[src/rtl/eim_da_pkg.sv]
// Shared definitions for the EIM multiplexed address/data responder.
// State encoding, word widths and the timeout fill pattern.
package eim_da_pkg;

  localparam int DA_BUS_WIDTH  = 16;
  localparam int DA_WORD_WIDTH = 2 * DA_BUS_WIDTH;

  // Returned on the pins when a read times out.
  localparam logic [31:0] EIM_DA_DEAD_WORD = 32'hDEADBEEF;

  typedef enum logic [2:0] {
    IDLE,
    ADDR,
    WR_HI,
    WR_REQ,
    RD_REQ,
    RD_LO,
    RD_HI,
    DONE
  } da_state_e;

  // True while a system-side request is outstanding.
  function automatic logic is_req(da_state_e s);
    return (s == WR_REQ) || (s == RD_REQ);
  endfunction

endpackage

[src/rtl/eim_da_responder_if.sv]
// EIM DA pin-side and system-bus-side signal bundle.
// slave: the responder; master: whatever drives the EIM pins and serves the bus.
interface eim_da_responder_if #(
  parameter int BUS_WIDTH  = 16,
  parameter int ADDR_WIDTH = 16
);
  logic                   eim_cs_n;
  logic                   eim_lba_n;
  logic                   eim_wr_n;
  logic                   eim_oe_n;
  logic                   eim_beat;
  logic [BUS_WIDTH-1:0]   da_ro;
  logic [BUS_WIDTH-1:0]   da_di;
  logic                   da_t;
  logic                   eim_wait_n;
  logic [ADDR_WIDTH-1:0]  sys_addr;
  logic                   sys_wr;
  logic                   sys_rd;
  logic [2*BUS_WIDTH-1:0] sys_wdata;
  logic [2*BUS_WIDTH-1:0] sys_rdata;
  logic                   sys_ack;
  logic                   sys_err;

  modport slave (
    input  eim_cs_n, eim_lba_n, eim_wr_n, eim_oe_n, eim_beat, da_ro,
    input  sys_rdata, sys_ack,
    output da_di, da_t, eim_wait_n,
    output sys_addr, sys_wr, sys_rd, sys_wdata, sys_err
  );

  modport master (
    output eim_cs_n, eim_lba_n, eim_wr_n, eim_oe_n, eim_beat, da_ro,
    output sys_rdata, sys_ack,
    input  da_di, da_t, eim_wait_n,
    input  sys_addr, sys_wr, sys_rd, sys_wdata, sys_err
  );
endinterface

[src/rtl/eim_da_wdog.sv]
// Loadable down-counter: reloads while load is high, counts while en is high,
// and flags expire in the CYCLES-th consecutive enabled cycle.
module eim_da_wdog #(
  parameter int CYCLES = 256
) (
  input  logic clk,
  input  logic rst,
  input  logic load,
  input  logic en,
  output logic expire
);
  localparam int CW = (CYCLES > 1) ? $clog2(CYCLES) : 1;
  localparam logic [CW-1:0] INIT = CW'(CYCLES - 1);

  logic [CW-1:0] cnt;

  // Reload outside a request, count down while one is outstanding.
  always_ff @(posedge clk) begin
    if (rst)                      cnt <= INIT;
    else if (load)                cnt <= INIT;
    else if (en && cnt != '0)     cnt <= cnt - CW'(1);
  end

  assign expire = en & (cnt == '0);
endmodule

[src/rtl/eim_da_responder.sv]
// EIM multiplexed address/data responder: decodes the address beat and the
// two 16-bit data beats, issues one request/ack on the system side and holds
// eim_wait_n low while it is outstanding.
// Optional: EIM_DA_TIMEOUT_EN adds a request watchdog (TIMEOUT_CYCLES) that
// pulses sys_err and completes a stalled read with the dead word.
module eim_da_responder
  import eim_da_pkg::*;
#(
  parameter int BUS_WIDTH      = DA_BUS_WIDTH,
  parameter int ADDR_WIDTH     = 16,
  parameter int TIMEOUT_CYCLES = 256
) (
  input  logic              sys_clk,
  input  logic              sys_rst,
  eim_da_responder_if.slave bus
);
  localparam int WW = 2 * BUS_WIDTH;

  da_state_e             state, state_nx;
  logic [ADDR_WIDTH-1:0] addr_q;
  logic [WW-1:0]         wdata_q;
  logic [WW-1:0]         hold_q;
  logic [WW-1:0]         hold_src;
  logic                  addr_ld, wlo_ld, whi_ld, hold_ld;
  logic                  in_req;
  logic                  to_hit;

  assign in_req = is_req(state);

`ifdef EIM_DA_TIMEOUT_EN
  localparam logic [WW-1:0] DEAD = WW'(EIM_DA_DEAD_WORD);
  logic wd_expire;

  eim_da_wdog #(.CYCLES(TIMEOUT_CYCLES)) u_wdog (
    .clk    (sys_clk),
    .rst    (sys_rst),
    .load   (~in_req),
    .en     (in_req),
    .expire (wd_expire)
  );

  // An ack in the expiry cycle wins; an abort suppresses the error.
  assign to_hit      = wd_expire & ~bus.sys_ack & ~bus.eim_cs_n;
  assign hold_src    = bus.sys_ack ? bus.sys_rdata : DEAD;
  assign bus.sys_err = to_hit;
`else
  logic unused_timeout;
  assign unused_timeout = ^TIMEOUT_CYCLES;
  assign to_hit         = 1'b0;
  assign hold_src       = bus.sys_rdata;
  assign bus.sys_err    = 1'b0;
`endif

  // Next-state and datapath load enables; chip-select release aborts everything.
  always_comb begin
    state_nx = state;
    addr_ld  = 1'b0;
    wlo_ld   = 1'b0;
    whi_ld   = 1'b0;
    hold_ld  = 1'b0;
    if (bus.eim_cs_n) begin
      state_nx = IDLE;
    end else begin
      case (state)
        IDLE: if (bus.eim_beat && !bus.eim_lba_n) begin
          state_nx = ADDR;
          addr_ld  = 1'b1;
        end
        ADDR: if (bus.eim_beat && bus.eim_lba_n) begin
          if (!bus.eim_wr_n) begin
            state_nx = WR_HI;
            wlo_ld   = 1'b1;
          end else if (!bus.eim_oe_n) begin
            state_nx = RD_REQ;
          end
        end
        WR_HI: if (bus.eim_beat) begin
          state_nx = WR_REQ;
          whi_ld   = 1'b1;
        end
        WR_REQ: if (bus.sys_ack || to_hit) state_nx = DONE;
        RD_REQ: if (bus.sys_ack || to_hit) begin
          state_nx = RD_LO;
          hold_ld  = 1'b1;
        end
        RD_LO:   if (bus.eim_beat) state_nx = RD_HI;
        RD_HI:   if (bus.eim_beat) state_nx = DONE;
        DONE:    state_nx = DONE;
        default: state_nx = IDLE;
      endcase
    end
  end

  // State register.
  always_ff @(posedge sys_clk) begin
    if (sys_rst) state <= IDLE;
    else         state <= state_nx;
  end

  // Address, write-data and read-hold registers.
  always_ff @(posedge sys_clk) begin
    if (sys_rst) begin
      addr_q  <= '0;
      wdata_q <= '0;
      hold_q  <= '0;
    end else begin
      if (addr_ld) addr_q                   <= bus.da_ro[ADDR_WIDTH-1:0];
      if (wlo_ld)  wdata_q[BUS_WIDTH-1:0]   <= bus.da_ro;
      if (whi_ld)  wdata_q[WW-1:BUS_WIDTH]  <= bus.da_ro;
      if (hold_ld) hold_q                   <= hold_src;
    end
  end

  assign bus.sys_addr   = addr_q;
  assign bus.sys_wdata  = wdata_q;
  assign bus.sys_wr     = (state == WR_REQ);
  assign bus.sys_rd     = (state == RD_REQ);
  assign bus.eim_wait_n = ~in_req;

  assign bus.da_di = (state == RD_LO) ? hold_q[BUS_WIDTH-1:0]  :
                     (state == RD_HI) ? hold_q[WW-1:BUS_WIDTH] : '0;

  // Drive the pins only when the initiator is reading and still selected.
  assign bus.da_t = ~(((state == RD_LO) || (state == RD_HI)) &&
                      !bus.eim_oe_n && !bus.eim_cs_n);
endmodule

[src/flat_wrapper.sv]
// flat-port wrapper written by rule: the top's interface ports become plain ports
module eim_da_responder_flat import eim_da_pkg::*;
#(
  parameter int BUS_WIDTH      = DA_BUS_WIDTH,
  parameter int ADDR_WIDTH     = 16,
  parameter int TIMEOUT_CYCLES = 256
)
  (sys_clk, sys_rst, bus_eim_cs_n, bus_eim_lba_n, bus_eim_wr_n, bus_eim_oe_n, bus_eim_beat, bus_da_ro, bus_sys_rdata, bus_sys_ack, bus_da_di, bus_da_t, bus_eim_wait_n, bus_sys_addr, bus_sys_wr, bus_sys_rd, bus_sys_wdata, bus_sys_err);
  eim_da_responder_if #(.BUS_WIDTH(BUS_WIDTH), .ADDR_WIDTH(ADDR_WIDTH)) bus_i ();
  input  logic sys_clk;
  input  logic sys_rst;
  input wire logic [$bits(bus_i.eim_cs_n)-1:0] bus_eim_cs_n;
  input wire logic [$bits(bus_i.eim_lba_n)-1:0] bus_eim_lba_n;
  input wire logic [$bits(bus_i.eim_wr_n)-1:0] bus_eim_wr_n;
  input wire logic [$bits(bus_i.eim_oe_n)-1:0] bus_eim_oe_n;
  input wire logic [$bits(bus_i.eim_beat)-1:0] bus_eim_beat;
  input wire logic [$bits(bus_i.da_ro)-1:0] bus_da_ro;
  input wire logic [$bits(bus_i.sys_rdata)-1:0] bus_sys_rdata;
  input wire logic [$bits(bus_i.sys_ack)-1:0] bus_sys_ack;
  output wire logic [$bits(bus_i.da_di)-1:0] bus_da_di;
  output wire logic [$bits(bus_i.da_t)-1:0] bus_da_t;
  output wire logic [$bits(bus_i.eim_wait_n)-1:0] bus_eim_wait_n;
  output wire logic [$bits(bus_i.sys_addr)-1:0] bus_sys_addr;
  output wire logic [$bits(bus_i.sys_wr)-1:0] bus_sys_wr;
  output wire logic [$bits(bus_i.sys_rd)-1:0] bus_sys_rd;
  output wire logic [$bits(bus_i.sys_wdata)-1:0] bus_sys_wdata;
  output wire logic [$bits(bus_i.sys_err)-1:0] bus_sys_err;
  assign bus_i.eim_cs_n = bus_eim_cs_n;
  assign bus_i.eim_lba_n = bus_eim_lba_n;
  assign bus_i.eim_wr_n = bus_eim_wr_n;
  assign bus_i.eim_oe_n = bus_eim_oe_n;
  assign bus_i.eim_beat = bus_eim_beat;
  assign bus_i.da_ro = bus_da_ro;
  assign bus_i.sys_rdata = bus_sys_rdata;
  assign bus_i.sys_ack = bus_sys_ack;
  assign bus_da_di = bus_i.da_di;
  assign bus_da_t = bus_i.da_t;
  assign bus_eim_wait_n = bus_i.eim_wait_n;
  assign bus_sys_addr = bus_i.sys_addr;
  assign bus_sys_wr = bus_i.sys_wr;
  assign bus_sys_rd = bus_i.sys_rd;
  assign bus_sys_wdata = bus_i.sys_wdata;
  assign bus_sys_err = bus_i.sys_err;
  eim_da_responder #(.BUS_WIDTH(BUS_WIDTH), .ADDR_WIDTH(ADDR_WIDTH), .TIMEOUT_CYCLES(TIMEOUT_CYCLES)) u_core (.sys_clk(sys_clk), .sys_rst(sys_rst), .bus(bus_i));
endmodule
[config.mk]
export PLATFORM = sky130hd
export DESIGN_NAME = eim_da_responder_flat
export DESIGN_NICKNAME = d
export VERILOG_FILES = /design/src/rtl/eim_da_pkg.sv /design/src/rtl/eim_da_responder_if.sv /design/src/rtl/eim_da_wdog.sv /design/src/rtl/eim_da_responder.sv /design/src/flat_wrapper.sv
export SDC_FILE = /design/constraint.sdc
export NUM_CORES = 1
export LEC_CHECK = 0
export CELL_PAD_IN_SITES_DETAIL_PLACEMENT = 1
export CELL_PAD_IN_SITES_GLOBAL_PLACEMENT = 1
export CORE_MARGIN = 5
export CORE_UTILIZATION = 34
export CTS_BUF_LIST = sky130_fd_sc_hd__clkbuf_4 sky130_fd_sc_hd__clkbuf_8
export DETAILED_ROUTE_END_ITERATION = 12
export GPL_ROUTABILITY_DRIVEN = 0
export PLACE_DENSITY_LB_ADDON = 0.08
export SLEW_MARGIN = 20
export SYNTH_ARGS = -nofsm -noshare
export SYNTH_HDL_FRONTEND = slang
export SYNTH_SLANG_ARGS = --single-unit
export TNS_END_PERCENT = 100
[constraint.sdc]
create_clock -name sys_clk -period 2.19 [get_ports sys_clk]
set_input_delay 0.438 -clock sys_clk [delete_from_list [all_inputs] [get_ports sys_clk]]
set_output_delay 0.438 -clock sys_clk [all_outputs]
set_load 0.05 [all_outputs]
Run 1, cells by drive strength:
Bar = 20 µm.
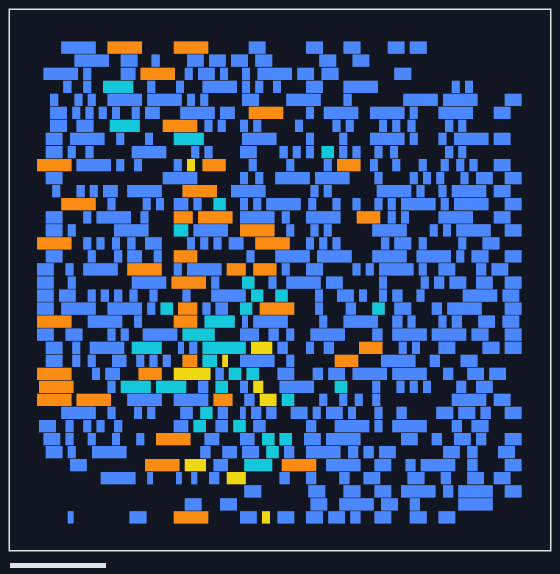
Key: yellow = _2 cells [cells 9, most used nor3b_2]; cyan = _3 and _4 cells [cells 31, most used buf_4]; blue = _0 and _1 cells [cells 462, most used clkdlybuf4s50_1]; orange = _6 and larger [cells 38, most used buf_12]

Run 1, clock network drawn from the DEF:
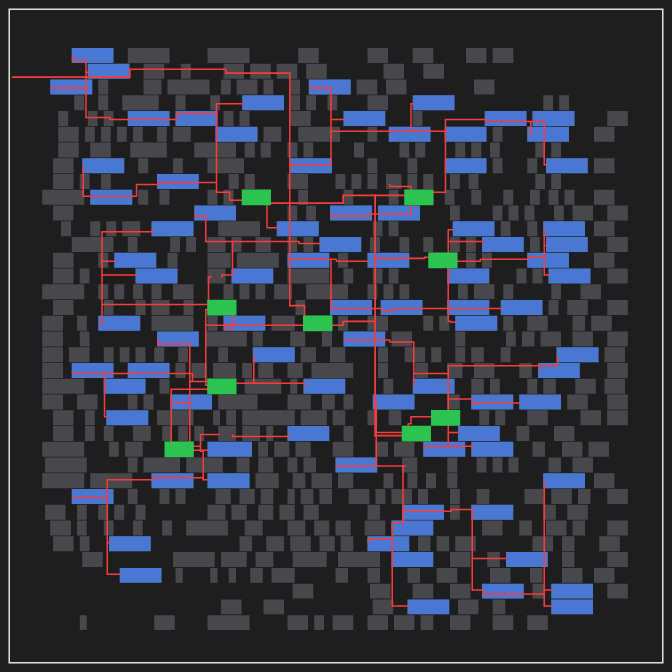
Key: green = clock drivers [count 9]; blue = flip-flops [count 83]; red = clock wires [length 1070 µm]
There are 10 routed clock nets. Position of the flops: all over the die.

==> results.json, run 1 <==
{
  "p_leak_nw": 1.86,
  "io_pins": 125,
  "setup_violations": 0,
  "slew_headroom": 0.584,
  "end_kind": "output pin",
  "grt_max_degree": 57,
  "ys_cells": 422,
  "antenna_found_initial": 0,
  "dr.pass1.iters": 4,
  "synth_cell_types": 37,
  "path_clk_slew_ns": 0.09,
  "hp-start": "u_core.bus.sys_wdata[2]$_SDFFE_PP0P_",
  "grt_usage": 0.186,
  "insertion_delay_ns": 0.35,
  "met1_length_um": 5370,
  "fin_crit_sh": 0.971,
  "flop_area_um2": 1660,
  "status": "finished clean",
  "cts_resized": 2,
  "top_usage_layer": "met2",
  "drt_drc_violations_left": 0,
  "drive_above_1_share": 0.144,
  "die_area_um2": 12700,
  "dp_hpwl_um": 8450,
  "yosysTopAreaCell": "dfxtp_1",
  "lay_top_cells": "102 x clkdlybuf4s50_1, 82 x dfxtp_1, 66 x a21oi_1",
  "cap_violations": 0,
  "slowest_stage": "dfxtp_1",
  "buffer_area_frac": 0.302,
  "min_path_cells": 2,
  "cp_max_fo": 16,
  "critPathRequiredTime_ns": 1.75,
  "num_rows": 37,
  "synth_top_cell_by_count": "dfxtp_1",
  "logic_gate_count": 293,
  "nClkBuffers": 11,
  "yosysTopAreaCellShare": 0.464,
  "fin_skew_ns": 0.0157,
  "lay_top_count": "clkdlybuf4s50_1",
  "top_layer": "met4",
  "setup_ws_ns": 0.0628,
  "timing.fmax_ghz": 0.470,
  "cts_tree": "built",
  "dp.cells": 655,
  "rrSetupSlack_ns": 0.50,
  "comb_share": 0.331,
  "first_iter_violations": 197,
  "synth-edff-count": 0,
  "logic_area_um2": 1820,
  "wl_per_cell_um": 18.0,
  "clock_area_frac": 0.0321,
  "synthFlopType": "dfxtp_1",
  "overflow": 0,
  "ir_drop_mv": 0.318,
  "hold_end": "u_core.bus.sys_wdata[2]$_SDFFE_PP0P_",
  "fin_setup_tns_ns": 0,
  "timing.hold.ws_ns": 0.479,
  "path_cells": "buf_4, nor3b_4, buf_6, a22o_1, buf_12",
  "fin_cells": 676,
  "clock-root-buffer": "clkbuf_8",
  "timing.rr.start": "u_core.state[2]$_SDFFE_PP0P_",
  "via_per_inst": 5.30
}
Run 1, cell classes on the final placement:
Bar = 20 µm.
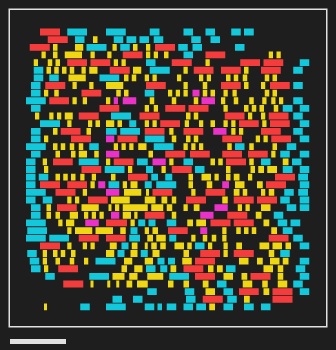
Key: magenta = clock drivers and dummy loads [cells 16, share of their area 3.3%]; red = sequential cells [cells 83, share of their area 31%]; cyan = remaining buffers and delay cells [cells 146, share of their area 31%]; yellow = combinational and other logic [cells 295, share of their area 34%]

Run 1, I/O pins on the die edge:
Pins as bars across the die edge, other pins in grey.
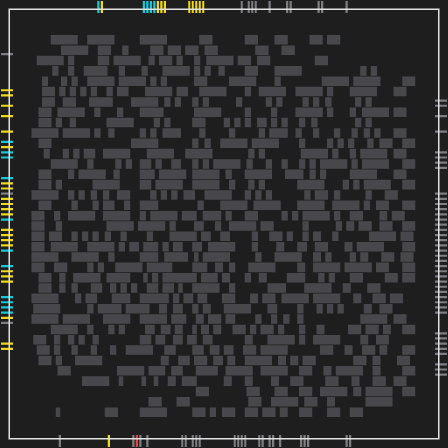
Key: red = bus_sys_rd [pins 1, direction output, edge south]; yellow = bus_sys_rdata [pins 32, direction input, edge 22 west, 9 north, 1 south]; cyan = bus_da_di [pins 16, direction output, edge 11 west, 5 north]
All pins by edge: 40 east, 36 west, 25 south, 24 north.
tally of buffers added on design ports: 123
chip height: 113 µm
die width: 113 µm

[run 1: registers in the layout (all words and copies together) (netlist names)]
register              count
u_core.bus.sys_wdata     32
u_core.hold_q            32
u_core.state              3
u_core.bus.sys_addr      16
[run 1: worst max-delay path, delay by kind of cell (launching register included)]
kind / cells / cell delay (ns)
AND/OR/NAND/NOR: 1 / 0.30
AND-OR/OR-AND: 1 / 0.20
buffers and inverters: 3 / 0.53
flip-flops: 1 / 0.31
[run 1: through the flow]
| stage | power, W | area, µm² |
|---|---|---|
| after CTS | 0.00290 | 5390 |
| after global routing | 0.00299 | 5500 |
| after detailed placement | 0.00190 | 5200 |
| after global placement | 0.00189 | 5200 |
| final | 0.00288 | 5500 |
| after floorplan | 0.00171 | 3580 |
[run 1: logic make-up after synthesis]
family / Yosys count / synth area share
buf+inv: 46 / 0.0539
compound gates: 153 / 0.236
simple gates: 122 / 0.197
flops: 83 / 0.464
other cells: 1 / 0.00105
mux: 17 / 0.0479
[run 1: power by group]
part           total [W]  internal (W)  switching (W)  leakage [nW]
registers        0.00153       0.00152     0.00000646         0.670
clock network    0.00102      0.000442       0.000575        0.0868
logic           0.000335      0.000153       0.000183          1.11
[run 1: worst max path at each step]
stage	depth (start not counted)	startpoint	end	slack, ns
floorplan	4	u_core.state[0]$_SDFFE_PP0P_	bus_eim_wait_n	-0.15
global placement	5	bus_eim_cs_n	bus_da_t	0.16
detailed placement	5	bus_eim_cs_n	u_core.bus.sys_wdata[9]$_SDFFE_PP0P_	0.15
CTS	6	u_core.state[1]$_SDFFE_PP0P_	bus_da_di[15]	-0.0001
global route	6	u_core.state[1]$_SDFFE_PP0P_	bus_da_di[12]	-0.0007
finish	5	u_core.state[0]$_SDFFE_PP0P_	bus_da_di[4]	0.06
Run 1, the clock network:
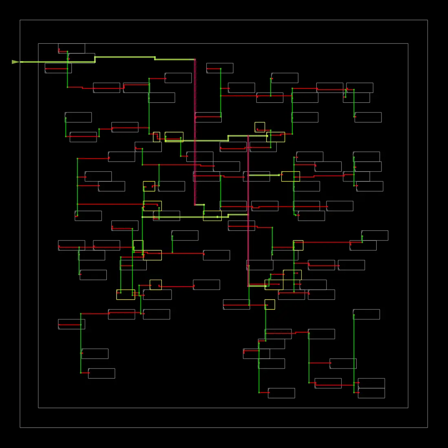

==> run 1 -> run 2 <==
--- a/config.mk
+++ b/config.mk
@@ -12,7 +12,7 @@
 export CTS_BUF_LIST = sky130_fd_sc_hd__clkbuf_4 sky130_fd_sc_hd__clkbuf_8
 export DETAILED_ROUTE_END_ITERATION = 12
 export GPL_ROUTABILITY_DRIVEN = 0
-export PLACE_DENSITY_LB_ADDON = 0.08
+export PLACE_DENSITY_LB_ADDON = 0.25
 export SLEW_MARGIN = 20
 export SYNTH_ARGS = -nofsm -noshare
 export SYNTH_HDL_FRONTEND = slang
Run 2, the clock network:
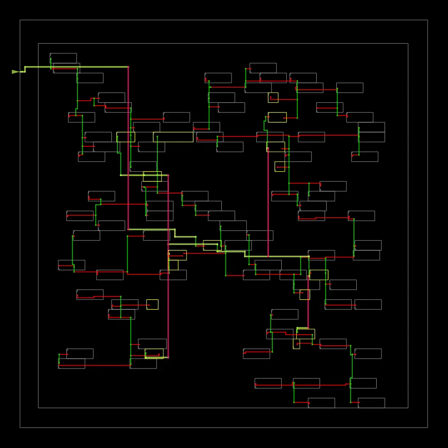
clk sinks: 83
clk pwr: 0.00112 W

==> results.json, run 2 <==
{
  "status": "finished clean",
  "num_rows": 37,
  "p_clk_frac": 0.375,
  "cap_violations": 0,
  "critPathRequiredTime_ns": 1.75,
  "hp-start": "u_core.bus.sys_addr[13]$_SDFFE_PP0P_",
  "synth.cellmix.compoundShare": 0.236,
  "fin_cells": 673,
  "net-switching-power_w": 0.000736,
  "dp_hpwl_um": 8740,
  "fin_skew_ns": 0.00890,
  "portBuffers": 123,
  "synth-edff-count": 0,
  "die_area_um2": 12700,
  "overflow": 0,
  "dr.pass1.iters": 6,
  "lay_top_cells": "102 x clkdlybuf4s50_1, 82 x dfxtp_1, 66 x a21oi_1",
  "slew_headroom": 0.626,
  "yosysTopAreaCellShare": 0.464,
  "p_int_w": 0.00224,
  "fin_crit_sh": 0.949,
  "clock-root-buffer": "clkbuf_8",
  "via_per_inst": 5.29,
  "die_x_um": 113,
  "yosysTopAreaCell": "dfxtp_1",
  "synth_top_cell_by_count": "dfxtp_1",
  "path_clk_slew_ns": 0.08,
  "comb_power_share": 0.112,
  "drive_above_1_share": 0.123,
  "worstSetupPathDepth": 5,
  "max-clock-path-buffers": 2,
  "switching_share": 0.247,
  "rrSetupSlack_ns": 0.49,
  "p_total_w": 0.00298,
  "first_iter_violations": 103,
  "simple_gate_area_frac": 0.197,
  "grt_max_degree": 37,
  "min_path_cells": 2,
  "postSynthSeqShare": 0.464,
  "synthAdderAreaFrac": 0,
  "antenna_found_initial": 0,
  "die_h_um": 113,
  "r2r_cells": 4,
  "cts_tree": "built",
  "io_pins": 125,
  "wl_per_cell_um": 18.0,
  "grt_usage": 0.189,
  "end_kind": "output pin",
  "synth_cell_types": 37,
  "lay_top_count": "clkdlybuf4s50_1",
  "fin_crit_ns": 2.08,
  "critPathTopFamily": "buffers and inverters",
  "insertion_delay_ns": 0.35,
  "drt_drc_violations_left": 0,
  "xor_share": 0,
  "crit_buf_inv": 3,
  "ys_area_um2": 3580,
  "floorplan.nets": 478,
  "ys_sh_mux": 0.0479,
  "hold_end": "u_core.bus.sys_addr[13]$_SDFFE_PP0P_",
  "fin_setup_tns_ns": 0,
  "p_leak_nw": 1.80,
  "timing.rr.start": "u_core.state[0]$_SDFFE_PP0P_",
  "dp.cells": 657,
  "seqPwrFrac": 0.513,
  "timing.fmax_ghz": 0.481,
  "cp_max_fo": 36,
  "path_cells": "clkdlybuf4s50_1, buf_12, nor2_1, o21ai_1, buf_12",
  "topCombFamilyByArea": "AND-OR/OR-AND gates",
  "ys_cells": 422,
  "synthFlopType": "dfxtp_1"
}
Run 2, clock network drawn from the DEF:
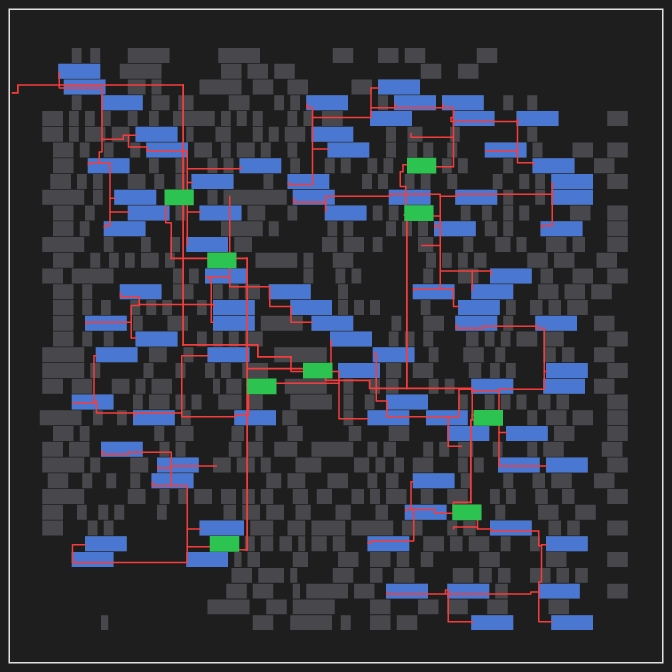
Key: green = clock drivers [count 9]; blue = flip-flops [count 83]; red = clock wires [length 1080 µm]
Position of the flops: all over the die. There are 10 routed clock nets.

==> run 2: routing by layer <==
layer / wire (µm) / track usage / part of all wire / up-vias
met4: 223 / 0.0737 / 0.018 / 0
li1: - / - / - / 1725
met2: 5890 / 0.321 / 0.49 / 119
met1: 5220 / 0.227 / 0.43 / 1697
met5: 0 / 0 / 0 / -
met3: 766 / 0.0507 / 0.063 / 16
==> run 2: timing repair <==
action                     4_1_cts  5_1_grt
setup endpoints to repair        0       17
resized                          0        2
buffers inserted                 0        0
==> run 2: power groups by stage <==
stage	combinational, W	clock (W)	sequential [W]
floorplan	0.000109	0	0.00160
global placement	0.000329	0	0.00156
detailed placement	0.000334	0	0.00156
CTS	0.000335	0.00115	0.00153
global route	0.000355	0.00122	0.00153
finish	0.000333	0.00112	0.00153
==> run 2: final cells by class <==
cell class | instances | area (µm²)
Fill cell | 1190 | 4860
Multi-Input combinational cell | 293 | 1750
Sequential cell | 83 | 1660
Timing Repair Buffer | 143 | 1630
Tap cell | 136 | 170
Clock buffer | 12 | 146
Clock inverter | 4 | 51.3
Inverter | 2 | 7.51
==> run 2: per-stage QoR <==
stage                     area [µm²]  hold WS, ns  setup WS [ns]
after floorplan                 3580        0.454         -0.152
after global placement          5220        0.458         0.0825
after detailed placement        5220        0.466         0.0862
after CTS                       5420        0.480         0.0358
after global routing            5420        0.498       0.000914
final                           5420        0.481          0.111
==> run 2: worst max-delay path by stage <==
stage / start / end
global route: u_core.state[1]$_SDFFE_PP0P_ / bus_da_di[15]
CTS: u_core.state[0]$_SDFFE_PP0P_ / bus_da_di[15]
finish: bus_eim_cs_n / bus_da_t
floorplan: u_core.state[0]$_SDFFE_PP0P_ / bus_eim_wait_n
global placement: bus_eim_cs_n / bus_da_t
detailed placement: bus_eim_cs_n / u_core.bus.sys_addr[7]$_SDFFE_PP0P_
==> run 2 -> run 3 <==
--- a/config.mk
+++ b/config.mk
@@ -13,6 +13,7 @@
 export DETAILED_ROUTE_END_ITERATION = 12
 export GPL_ROUTABILITY_DRIVEN = 0
 export PLACE_DENSITY_LB_ADDON = 0.25
+export SKIP_LAST_GASP = 1
 export SLEW_MARGIN = 20
 export SYNTH_ARGS = -nofsm -noshare
 export SYNTH_HDL_FRONTEND = slang
Run 3, clock network drawn from the DEF:
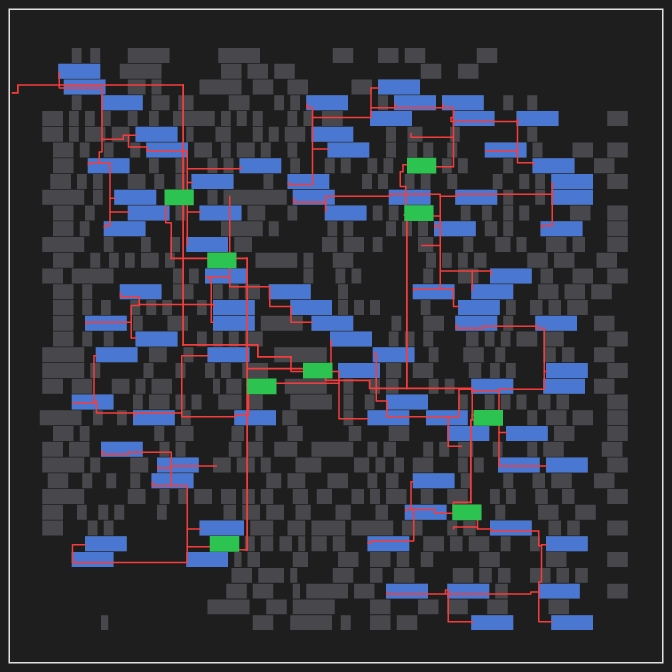
Key: blue = flip-flops [count 83]; green = clock drivers [count 9]; red = clock wires [length 1080 µm]
Position of the flops: all over the die.

Run 3, the clock network:
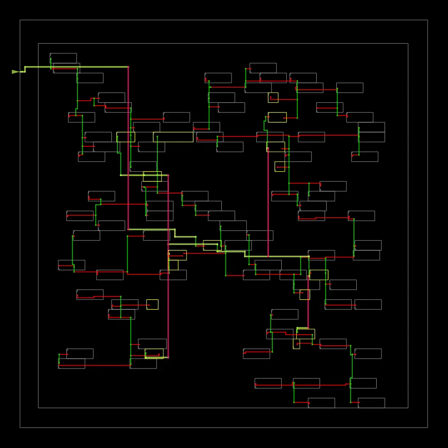
flop count: 83
cts bufs inserted: 9

==> results.json, run 3 <==
{
  "logic_area_um2": 1750,
  "rrSetupSlack_ns": 0.49,
  "num_rows": 37,
  "dr.pass1.iters": 6,
  "slowest_stage": "clkdlybuf4s50_1",
  "die_area_um2": 12700,
  "r2r_cells": 4,
  "die_x_um": 113,
  "critPathTopFamily": "buffers and inverters",
  "io_pins": 125,
  "net-switching-power_w": 0.000736,
  "p_leak_nw": 1.80,
  "cp_max_fo": 36,
  "top_cells_by_count": "83 x dfxtp_1, 66 x a21oi_1, 65 x o21ai_0",
  "end_kind": "output pin",
  "placed_area_um2": 5220,
  "ant_nets": 0,
  "hold_end": "u_core.bus.sys_addr[13]$_SDFFE_PP0P_",
  "dr_total_vias": 3557,
  "hold_viol_final": 0,
  "rsz0062_at_grt": "false",
  "status": "finished clean",
  "synth-seq-cells": 83,
  "switching_share": 0.247,
  "critPathRequiredTime_ns": 1.75,
  "final_max_slew_viol_count": 0,
  "pwr_density_cell_nw_per_um2": 549,
  "num_antenna_cells": 0,
  "flop_area_um2": 1660,
  "slew_headroom": 0.626,
  "path_cells": "clkdlybuf4s50_1, buf_12, nor2_1, o21ai_1, buf_12",
  "top_cells_by_area": "dfxtp_1 46%, a21oi_1 9.2%, o21ai_0 9.1%, nand3_1 9.0%, nand2b_1 5.8%",
  "h-tree-depth": 3,
  "min_path_cells": 2,
  "ctsHoldBuffers": 0,
  "worst_pin_slew_ns": 0.561,
  "yosysTopAreaCellShare": 0.464,
  "crit_top_cell": "buf_12",
  "worstSetupPathDepth": 5,
  "criticalPathCategory": "input port to output pin",
  "num-nets-final": 588,
  "ir_drop_mv": 0.341,
  "fin_crit_ns": 2.08,
  "dp_hpwl_um": 8740,
  "fin_skew_ns": 0.00890,
  "synth-edff-count": 0,
  "netlist_area_um2": 3580,
  "grtUsageMet2": 0.321,
  "grt_pass1_wl_um": 19200,
  "async_flop_share": 0,
  "design_area_um2": 5420,
  "openroad.warnings": 27,
  "crit_path_start": "bus_eim_cs_n",
  "wl_per_cell_um": 18.0,
  "path_clk_slew_ns": 0.08,
  "fillCellCount": 1190,
  "cp.arrival_ns": 1.64,
  "synthCells": 422,
  "top_usage_layer": "met2",
  "drt-total-wl_um": 12100,
  "max-clock-path-buffers": 2,
  "synth_cell_types": 37,
  "met3_usage": 0.0507,
  "grt_max_degree": 37,
  "crit_path_end": "bus_da_t",
  "p_clk_frac": 0.375,
  "antenna_found_initial": 0,
  "postSynthSeqShare": 0.464,
  "overflow": 0,
  "first_iter_violations": 103,
  "yosys_warnings": 0,
  "cap_violations": 0,
  "hp-start": "u_core.bus.sys_addr[13]$_SDFFE_PP0P_",
  "synthFlopType": "dfxtp_1",
  "portBuffers": 123,
  "max_stage_delay_ns": 0.56,
  "synth_area_per_cell_um2": 8.48,
  "p_int_w": 0.00224,
  "setup_violations": 0,
  "seqPwrFrac": 0.513,
  "ys_area_um2": 3580,
  "initial_core_util": 0.348,
  "areaGrowthSynthToFinish_pct": 51.6,
  "insertion_delay_ns": 0.35,
  "cts_tree": "built",
  "use_met1": 0.227,
  "grt_pass1_vias": 3728,
  "via_per_inst": 5.29,
  "timing.fmax_ghz": 0.481,
  "drt_drc_violations_left": 0,
  "timing.rr.start": "u_core.state[0]$_SDFFE_PP0P_",
  "p_total_w": 0.00298,
  "hp-class": "flip-flop to flip-flop",
  "clock-root-buffer": "clkbuf_8",
  "grt_usage": 0.189,
  "crit_buf_inv": 3,
  "drive_above_1_share": 0.123,
  "ys_cells": 422,
  "core-area_um2": 10300,
  "lay_top_cells": "102 x clkdlybuf4s50_1, 82 x dfxtp_1, 66 x a21oi_1",
  "die_h_um": 113,
  "cp-start-kind": "input port",
  "floorplan.nets": 478,
  "reg2reg_to": "u_core.state[0]$_SDFFE_PP0P_",
  "clock_sinks": 83,
  "lay_top_count": "clkdlybuf4s50_1",
  "synth_top_cell_by_count": "dfxtp_1",
  "yosysTopAreaCell": "dfxtp_1",
  "fin_crit_sh": 0.949,
  "fin_setup_tns_ns": 0,
  "comb_power_share": 0.112
}
==> run 3: cell counts after synthesis <==
No cell type changed its count.
==> run 3: what timing repair did <==
action	4_1_cts	5_1_grt
buffers inserted	0	0
gates resized	0	2
setup endpoints to repair	0	17
==> run 3: layout make-up <==
cell class,count,area share
Multi-Input combinational cell,293,0.323
Inverter,2,0.00138
Clock inverter,4,0.00946
Sequential cell,83,0.307
Timing Repair Buffer,143,0.301
Clock buffer,12,0.0270
Tap cell,136,0.0314
==> run 3: power by group through the flow <==
stage | combinational, W | sequential (W) | clock [W]
floorplan | 0.000109 | 0.00160 | 0
global placement | 0.000329 | 0.00156 | 0
detailed placement | 0.000334 | 0.00156 | 0
CTS | 0.000335 | 0.00153 | 0.00115
global route | 0.000355 | 0.00153 | 0.00122
finish | 0.000333 | 0.00153 | 0.00112
==> run 3: kinds of logic (layout without fill, tap and decap cells) <==
logic type             count (synthesis)  in the layout  share of synthesized area
muxes                                 17             17                     0.0479
buffers and inverters                 46            161                     0.0539
DFF                                   83             83                      0.464
and+or+nand+nor                      122            122                      0.197
other                                  1              1                    0.00105
AOI/OAI and AO/OA                    153            153                      0.236
==> run 3: metrics by stage <==
step                      setup slack, ns  cells  utilization  hold slack, ns
after floorplan                    -0.152    422            -           0.454
after global placement             0.0825    657        0.508           0.458
after detailed placement           0.0862    657        0.508           0.466
after CTS                          0.0358    673        0.527           0.480
after global routing             0.000914    673        0.528           0.498
final                               0.111    673        0.528           0.481
==> run 3: per-layer routing <==
metal / vias to the layer above / share of wire
li1: 1725 / -
met2: 119 / 0.49
met1: 1697 / 0.43
met3: 16 / 0.063
met4: 0 / 0.018
met5: - / 0
==> run 3: worst min-delay path: stages, from the launching register on <==
cell     delay, ns
dfxtp_1       0.31
o21ai_0       0.06
a21oi_1       0.06
Power is estimated from default activity; no workload was simulated.
